Design memory_bank, sky130hd; sources not shown.
**Metal 4**

(3 px per um) Supply wires on this layer in gray. Cells faint in the background.
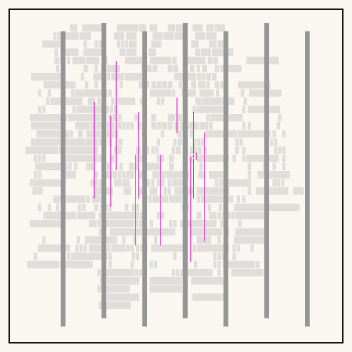
share of all routed wire = 3.2%
nets with wire on the layer = 9
final WL: 9411 um
via count: 2871

**Ports around the boundary**

(3 px per um) Pins as bars across the die edge, other pins in gray.
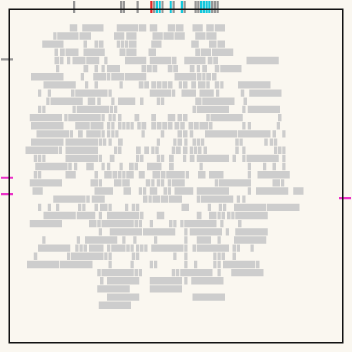
magenta -> `addr`  # pins 3, direction input, edge 2 left, 1 right
cyan -> `data`  # pins 8, direction input, edge top
red -> `rd_valid`  # pins 1, direction output, edge top
IO Port Bufs: 25
Die Width: 110.7 um

==> flow_summary.json <==
{
  "status": "complete, no violations",
  "grt_use_total_pct": 16.25,
  "yosys.area_share.simple_pct": 28.12,
  "largest_reg_flops": 64,
  "fin_area_mm2": 0.004307,
  "via_per_inst": 4.959,
  "area_growth_pct": 16.76,
  "clk-insertion-delay-late_ps": 360,
  "synth-edff-count": 64,
  "grt_overflow": 0,
  "drtAntennaViolNets": 0,
  "finalPower_mw": 2.183,
  "nNetsFinal": 460,
  "setup_violations": 0,
  "synthesis.nets": 425,
  "layout_setup_ws_ps": 698.2,
  "skew_ps": 12.95,
  "worstSetupStartpointType": "input pin",
  "clk_pin_slew_ps": 90,
  "cts_setup_buffers": 0,
  "ff_type": "edfxtp_1",
  "worst-path-max-fanout": 10,
  "grt_start_max_net_pins": 31,
  "drc": 0,
  "postSynthCellCount": 403,
  "r2r_slack_ps": 1190,
  "required_ps": 3130,
  "worst_ep_arrival_time_ps": 2430,
  "fillers": 1047,
  "synth_warnings": 0,
  "antenna_cells": 0,
  "final_cells": 579,
  "grt_pass1_vias": 2829,
  "drv_slew": 0
}
==> kinds of logic after synthesis <==
family,Yosys count
AND-OR/OR-AND,38
AND/OR/NAND/NOR,239
flip-flops,77
buffers and inverters,43
adder cells (fa/ha/maj),6
==> Yosys cell counts, types with 6 or more instances <==
cell      number  area, um^2
inv_1         25       93.84
edfxtp_1      64        1922
nor2_1        70       262.8
buf_2          8       40.04
nand2_1      132       495.5
ha_1           6       75.07
dfxtp_1       13       260.3
o21ai_0       10       50.05
nand3_1       26       130.1
a21oi_1       21       105.1
==> power by group through the flow <==
stage | Clock, mW | Combinational (mW) | Sequential, mW
global placement | 0 | 0.285 | 1.19
floorplan | 0 | 0.133 | 1.24
detailed placement | 0 | 0.286 | 1.19
finish | 0.727 | 0.287 | 1.17
CTS | 0.742 | 0.286 | 1.17
global route | 0.790 | 0.309 | 1.17
==> area by class of cell <==
class | count | area (um^2) | share of cell area, %
Sequential cell | 77 | 2182 | 50.67
Multi-Input combinational cell | 283 | 1324 | 30.74
Timing Repair Buffer | 39 | 330.3 | 7.670
Tap cell | 136 | 170.2 | 3.951
Clock buffer | 10 | 127.6 | 2.963
Inverter | 28 | 108.9 | 2.528
Clock inverter | 6 | 63.81 | 1.482
==> metal layers <==
metal | global-route usage [%] | vias to the layer above | wire, um
met2 | 24.84 | 92 | 4462
met5 | - | - | 0
li1 | - | 1401 | -
met3 | 5.076 | 28 | 621
met1 | 20.28 | 1350 | 4029
met4 | 6.158 | 0 | 297
==> worst max-delay path, stage by stage <==
cell,delay [ps]
clkdlybuf4s50_1,510
buf_4,220
nor2_1,230
nand4_2,260
o211ai_1,410
No activity file was given, so power comes from the tool's default toggle rates.
